Run 1, a small window of the routed layout:
The bar under the picture is 10 um long. Window x 0 to 25, y 0 to 25 um. Cells in grey, sequential cells in the stronger grey; small squares are vias.
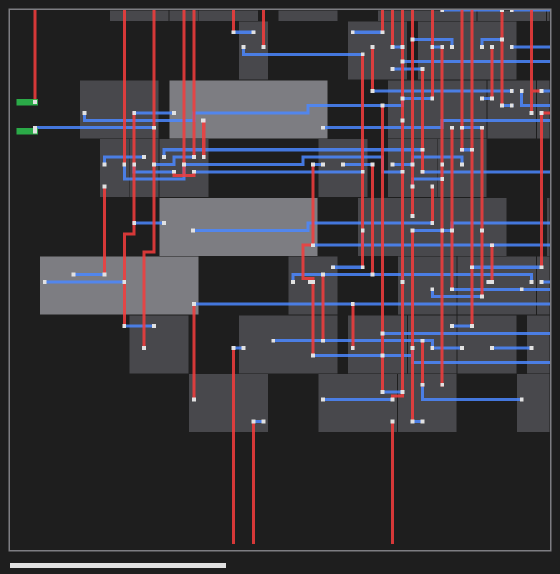
Run 1, selected gate families:
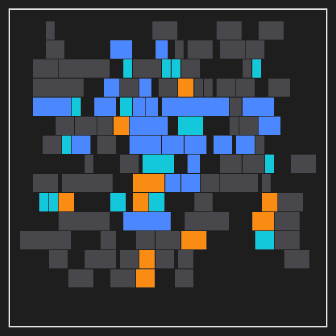
Run 1, I/O nets highlighted:
The bar under the picture is 10 um long.
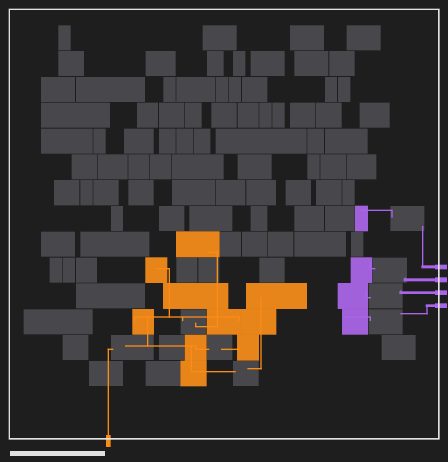
## config.mk

```make
export PLATFORM = sky130hd
export DESIGN_NAME = prio_grant_fsm
export DESIGN_NICKNAME = d
export VERILOG_FILES = /design/src/rtl/prio_grant_pkg.sv /design/src/rtl/priority_encoder_n.sv /design/src/rtl/prio_grant_fsm.sv
export SDC_FILE = /design/constraint.sdc
export NUM_CORES = 1
export LEC_CHECK = 0
export CORE_UTILIZATION = 36
export CTS_CLUSTER_SIZE = 8
export DETAILED_ROUTE_END_ITERATION = 16
export GPL_ROUTABILITY_DRIVEN = 0
export SYNTH_ARGS = -nofsm -noshare
export SYNTH_HDL_FRONTEND = slang
export SYNTH_SLANG_ARGS = --single-unit
```

## constraint.sdc

```tcl
create_clock -name clock -period 3 [get_ports clock]
set_clock_uncertainty 0.1 [all_clocks]
set_input_delay 0.9 -clock clock [delete_from_list [all_inputs] [get_ports clock]]
set_output_delay 0.9 -clock clock [all_outputs]
set_load 0.005 [all_outputs]
```

## src/rtl/prio_grant_pkg.sv

```systemverilog
// prio_grant_pkg: shared state encoding, mode constants and width helper for the grant arbiter
package prio_grant_pkg;

    typedef logic [0:0] state_t;

    localparam state_t ST_IDLE  = 1'b0;
    localparam state_t ST_GRANT = 1'b1;

    localparam logic MODE_FIXED = 1'b0;
    localparam logic MODE_RR    = 1'b1;

    // Index width that never collapses to zero bits
    function automatic int clog2_min1(input int n);
        return (n <= 2) ? 1 : $clog2(n);
    endfunction

endpackage

```

## src/rtl/priority_encoder_n.sv

```systemverilog
// priority_encoder_n: finds the first set bit searching upward from a rotate offset, wrapping at N
module priority_encoder_n
    import prio_grant_pkg::*;
#(
    parameter int N = 4,
    localparam int IDX_W = clog2_min1(N)
) (
    input  logic [N-1:0]     vec,
    input  logic [IDX_W-1:0] offset,
    output logic             found,
    output logic [IDX_W-1:0] idx
);

    logic [IDX_W-1:0] pos;

    // Walk the search order backwards so the earliest position in the order wins
    always_comb begin
        found = 1'b0;
        idx   = '0;
        pos   = '0;
        for (int j = N - 1; j >= 0; j--) begin
            pos = IDX_W'((int'(offset) + j) % N);
            if (vec[pos]) begin
                found = 1'b1;
                idx   = pos;
            end
        end
    end

endmodule

```

## src/rtl/prio_grant_fsm.sv

```systemverilog
// prio_grant_fsm: registered N-way arbiter holding each grant until ack, fixed-priority or round-robin
module prio_grant_fsm
    import prio_grant_pkg::*;
#(
    parameter int N = 4,
    localparam int IDX_W = clog2_min1(N)
) (
    input  logic             clock,
    input  logic             reset,
    input  logic [N-1:0]     req,
    input  logic             mode,
    input  logic             ack,
    output logic             grant_valid,
    output logic [IDX_W-1:0] grant_idx,
    output logic [N-1:0]     grant_onehot,
    output logic             busy
);

    state_t           state_q, state_d;
    logic [IDX_W-1:0] idx_q, idx_d;
    logic [IDX_W-1:0] last_q, last_d;
    logic [N-1:0]     rev, mask, enc_vec;
    logic [IDX_W-1:0] enc_off, enc_idx, win;
    logic             enc_found, ackd, rr;

    // Fixed priority reuses the upward search by bit-reversing req, so the highest index comes first
    for (genvar g = 0; g < N; g++) begin : g_rev
        assign rev[g] = req[N - 1 - g];
    end

    priority_encoder_n #(.N(N)) u_enc (
        .vec    (enc_vec),
        .offset (enc_off),
        .found  (enc_found),
        .idx    (enc_idx)
    );

    // Next-state: arbitrate from IDLE or on an accepted ack, otherwise hold the locked grant
    always_comb begin
        ackd    = (state_q == ST_GRANT) && ack;
        rr      = (mode == MODE_RR);
        last_d  = ackd ? idx_q : last_q;
        mask    = (ackd && rr) ? (N'(1) << idx_q) : '0;
        enc_vec = rr ? (req & ~mask) : rev;
        enc_off = rr ? ((last_d == IDX_W'(N - 1)) ? '0 : last_d + IDX_W'(1)) : '0;
        win     = rr ? enc_idx : IDX_W'(N - 1) - enc_idx;
        state_d = state_q;
        idx_d   = idx_q;
        if ((state_q == ST_IDLE) || ackd) begin
            state_d = enc_found ? ST_GRANT : ST_IDLE;
            idx_d   = enc_found ? win : idx_q;
        end
    end

    // State registers; reset drops any grant and re-aims round-robin at channel 0
    always_ff @(posedge clock) begin
        if (reset) begin
            state_q <= ST_IDLE;
            idx_q   <= '0;
            last_q  <= IDX_W'(N - 1);
        end else begin
            state_q <= state_d;
            idx_q   <= idx_d;
            last_q  <= last_d;
        end
    end

    assign busy         = (state_q == ST_GRANT);
    assign grant_valid  = busy;
    assign grant_idx    = idx_q;
    assign grant_onehot = busy ? (N'(1) << idx_q) : '0;

endmodule

```

==> metrics.cfg, run 1 <==
[clock_network]
cts-hold-fix-buffers = 0
cts_setup_buffers = 0
tritoncts = built
clkLatencyLatePin_ps = 240
clockBufferDepth = 2
clockRootBuffer = clkbuf_4
cts_resized = 0
numCtsBuffers = 3
path_clk_slew_ps = 40

[power_and_ir_drop]
power_combinational_w = 0.000166
clkPwrFrac_pct = 22.8
ir_drop_v = 0.0002530
p_per_area_nw_per_um2 = 358.2
sequentialPowerShare_pct = 28.1
p_seq_w = 0.0000948
p_comb_share_pct = 49.1
p_sw_w = 0.0001196
power_clock_w = 0.0000769
swShare_pct = 35.46
totalPowerFinal_w = 0.0003374

[global_routing]
grt_start_max_net_pins = 15
grt_pass1_vias = 621
busiest_layer = met2
grtUsageMet2_pct = 29.28
groute.usage.overall_pct = 17.73
overflow = 0
use_met3_pct = 0
gr-usage-met1_pct = 24.51

[drt]
met2_wirelength_um = 809
drtPass1Iterations = 4
routedWlPerCell_um = 12.63
drt-met1-wl_um = 828
vias = 685
via_per_inst = 5.189
ant_nets = 0

[cells_and_area]
lay_top_cells = clkdlybuf4s50_1 (14), buf_4 (14), nor2_1 (9), nand2_1 (7), dfxtp_1 (5)
post-route-util_pct = 54.57
regArea_um2 = 100.1
buffer_area_share_pct = 27.36
seq-cell-share_pct = 10.62
final-comb-area_um2 = 523.0
synthToLayoutAreaGrowth_pct = 41.01
nNonClkBuffers = 29

[setup_path]
crit_buf_inv = 2
rr_worst_depth = 6
r2r-end = grant_idx[0]
cp_max_fo = 7
worstPathCellList = clkdlybuf4s50_1, inv_1, a21oi_2, a221oi_2, nand4_1, a22o_1, a2111oi_2
cp_top_family = AND-OR/OR-AND gates
cp-startpoint = mode
critPathMaxStageDelay_ps = 510
cp-end-kind = flip-flop
r2r-start = grant_idx[0]
cp-endpoint = grant_idx[0]
crit_arrival_ps = 2780
critical_path_class = in2reg

[yosys]
synth_flop_count = 5
synthFlopType = dfxtp_1
synth_area_um2 = 668.1
synthTopCellsByCount = nor2_1 (9), nand2_1 (7), dfxtp_1 (5)
synth.distinct_cells = 51
edf_count = 0
syn-mean-instance-area_um2 = 8.352
fa_ha_area_share_pct = 0
compound_area_share_pct = 34.64
syn_inst = 80
async_flop_share_pct = 0
ys_top_logic_family = simple AND/OR/NAND/NOR gates
yosys-stat-area_um2 = 668.1
muxShareOfSynthArea_pct = 3.933
fp_nets = 88

[placement]
dp_hpwl_um = 1338
place_inst = 128
dpl-instance-area_um2 = 907.1

[final_timing]
setup_viol = 0
clock.fmax_ghz = 0.3652
slew_headroom_pct = 64.59
finalHoldViolCount = 0
period_used_pct = 91.28
slew_violations = 0
worstMarginPinSlew_ps = 530.5
rsz0062_at_grt = false
fin_crit_ps = 2738

[outcome]
status = completed

[floorplanning]
chip_area_um2 = 2032
core_region_area_um2 = 1727
rows = 15
die_w_um = 45.08

-- 'a small window of the routed layout' (at the start) --
Blue shows M1. Red shows M2. Green shows M3.
Most frequent: buf_4 (4), dfxtp_1 (3), clkdlybuf4s50_1 (3). Netlist names of flops here include last_q (2), busy (1). Sequential cells in the window: 3. 28 logic cells have their middle in the window.

-- 'selected gate families' (at the start) --
Orange shows and/or cells, cells 10, most used and2_1. Blue shows aoi and oai cells, cells 22, most used o21ai_0. Cyan shows nor cells, cells 15, most used nor2_1.
Layout Cells excl Fill: 132
combinational share of cell area: 55.51%

-- 'I/O nets highlighted' (at the start) --
Orange shows ack, bits 1, direction input, end cells 10, buffers 4, wire 69.5 um. Purple shows grant_onehot, bits 4, direction output, end cells 4, buffers 4, wire 25.8 um.
num ports: 16
port bufs: 15

==> run 2: changes to the inputs <==
CORE_UTILIZATION = 48   (was 36)
PLACE_DENSITY = 0.78   (was unset)
==> metrics.cfg, run 2 <==
[drt]
via_per_inst = 6.241
drt-met1-wl_um = 750
drtPass1Iterations = 4
dr_wl_met3_um = 119
routed.top_layer = met3
ant_nets = 0
met2_wirelength_um = 958
vias = 724
finalWirelength_um = 1828

[setup_path]
r2r-start = grant_idx[0]
cp_max_fo = 10
ff2ff_setup_slack_ps = 730
crit_buf_inv = 2
startpoint_type = primary input
r2r-end = grant_idx[0]
crit_arrival_ps = 2940
worstPathCellList = clkdlybuf4s50_1, buf_4, and3_2, nor4_2, o21ai_1, a31oi_1, a211oi_1, a2111oi_4
rr_worst_depth = 6
worstPathRequired_ps = 3050
cp-startpoint = ack
critPathMaxStageDelay_ps = 390
cp-end-kind = flip-flop
cp_top_family = AND-OR/OR-AND gates
critical_path_class = in2reg
crit_cells = 8
cp-endpoint = grant_idx[0]

[placement]
place_inst = 111
io_buffers = 15
dp_hpwl_um = 1398
place_ws_ps = -177.8
dpl-instance-area_um2 = 842.1

[power_and_ir_drop]
totalPowerFinal_w = 0.0003453
ir_drop_v = 0.0002696
power_clock_w = 0.0000818
p_sw_w = 0.0001307
p_per_area_nw_per_um2 = 383.9
power_combinational_w = 0.000170
clkPwrFrac_pct = 23.7
swShare_pct = 37.86
sequentialPowerShare_pct = 27.2
p_int_w = 0.0002146
p_comb_share_pct = 49.1
p_seq_w = 0.0000940

[yosys]
fp_nets = 88
synthTopCellsByCount = nor2_1 (9), nand2_1 (7), dfxtp_1 (5)
synth.distinct_cells = 51
async_flop_share_pct = 0
simple_gate_area_share_pct = 36.14
synth_flop_count = 5
ys_warn_count = 0
yosys-stat-cells = 80
synth.area.top_cells = dfxtp_1 (15%), nor2_1 (5.1%), a221oi_4 (3.9%)
ys_top_logic_family = simple AND/OR/NAND/NOR gates
top_area_cell = dfxtp_1
fa_ha_area_share_pct = 0
ys_sh_xor_pct = 2.622
compound_area_share_pct = 34.64
syn_inst = 80
synth_area_um2 = 668.1
yosys-stat-area_um2 = 668.1
most_common_cell = nor2_1
syn-mean-instance-area_um2 = 8.352
muxShareOfSynthArea_pct = 3.933
edf_count = 0
synthFlopType = dfxtp_1
yosysTopAreaCellShare_pct = 14.98

[final_timing]
slew_headroom_pct = 64.82
rsz0062_at_grt = false
finalHoldViolCount = 0
worst_slack_ps = 114.1
fin_tns_setup_ps = 0
worstMarginPinSlew_ps = 527.0
slew_violations = 0
period_used_pct = 96.20
clock.fmax_ghz = 0.3465
fin_crit_ps = 2886
holdWs_ps = 548.3
setup_viol = 0

[cells_and_area]
final-comb-area_um2 = 538.0
comb_cells = 68
n_antenna_cell = 0
fillCellCount = 118
inverters = 1
fin_cells = 116
largest_class = multi-input combinational cells
lay_top_cells = clkdlybuf4s50_1 (14), nor2_1 (9), buf_4 (8), nand2_1 (7), dfxtp_1 (5)
seq-cell-share_pct = 11.13
synthToLayoutAreaGrowth_pct = 34.64
clkbuf_count = 4
buffer_area_share_pct = 23.64
drive_above_1_share_pct = 30.69
regArea_um2 = 100.1
nNonClkBuffers = 23
final_area_um2 = 899.6
numSequentialCells = 5
post-route-util_pct = 69.13
lay_top_count = clkdlybuf4s50_1
comb_share_pct = 59.81
clk_share_pct = 2.921

[floorplanning]
chip_area_um2 = 1545
die_w_um = 39.31
core_region_area_um2 = 1301
taps = 15
fp-utilization_pct = 51.35
boundaryPins = 16
rows = 13

[global_routing]
busiest_layer = met2
overflow = 0
grt_pass1_vias = 615
grtUsageMet2_pct = 44.17
grt_start_max_net_pins = 15
grt_pass1_wl_um = 2801
groute.usage.overall_pct = 27.86

[worst_hold_path]
min_path_cells = 2
hold_class = reg2reg
min_from = last_q[1]

[clock_network]
clockBufferDepth = 2
clkLatencyLatePin_ps = 250
numCtsBuffers = 3
clockRootBuffer = clkbuf_4
cts_setup_buffers = 0
cts-hold-fix-buffers = 0
path_clk_slew_ps = 40
cts_resized = 0
tritoncts = built

[job]
cap_violations = 0
tool_warnings = 26

[outcome]
status = completed

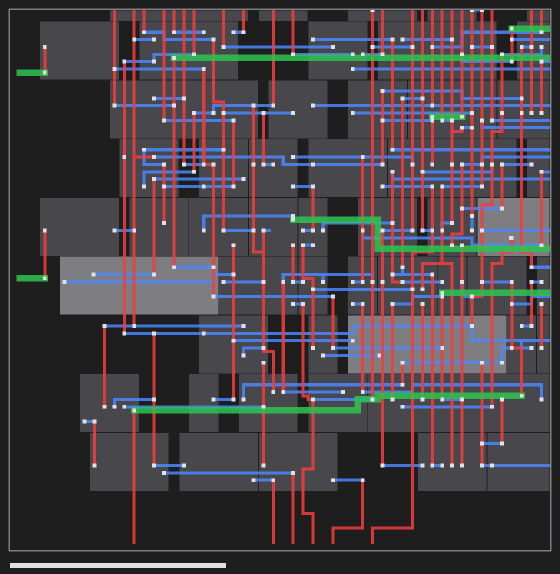
Run 2: a small window of the routed layout
The bar under the picture is 10 um long. Window x 0 to 25, y 0 to 25 um. Cells in grey, sequential cells in the stronger grey; small squares are vias.
Green shows M3. Blue shows M1. Red shows M2.
Netlist names of flops here include busy (1), last_q (1). Sequential cells in the window: 2. Most frequent: clkdlybuf4s50_1 (8), buf_4 (5), nor2_1 (4). 42 logic cells have their middle in the window.

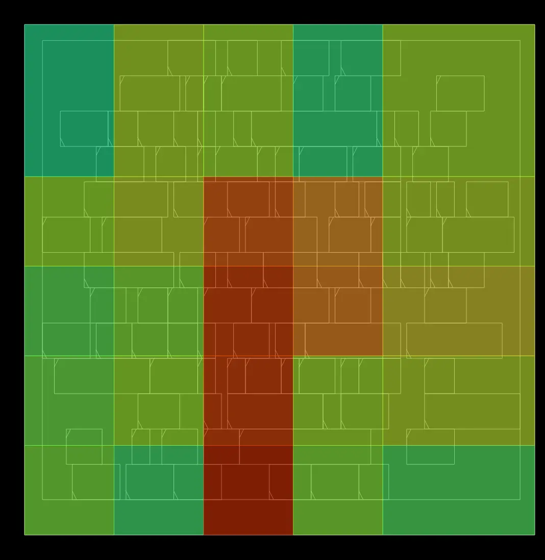
Run 2: routing congestion
grt met3 use: 10.80%
met1 Resource Use GR: 34.92%
DR WL/cell: 15.76 um

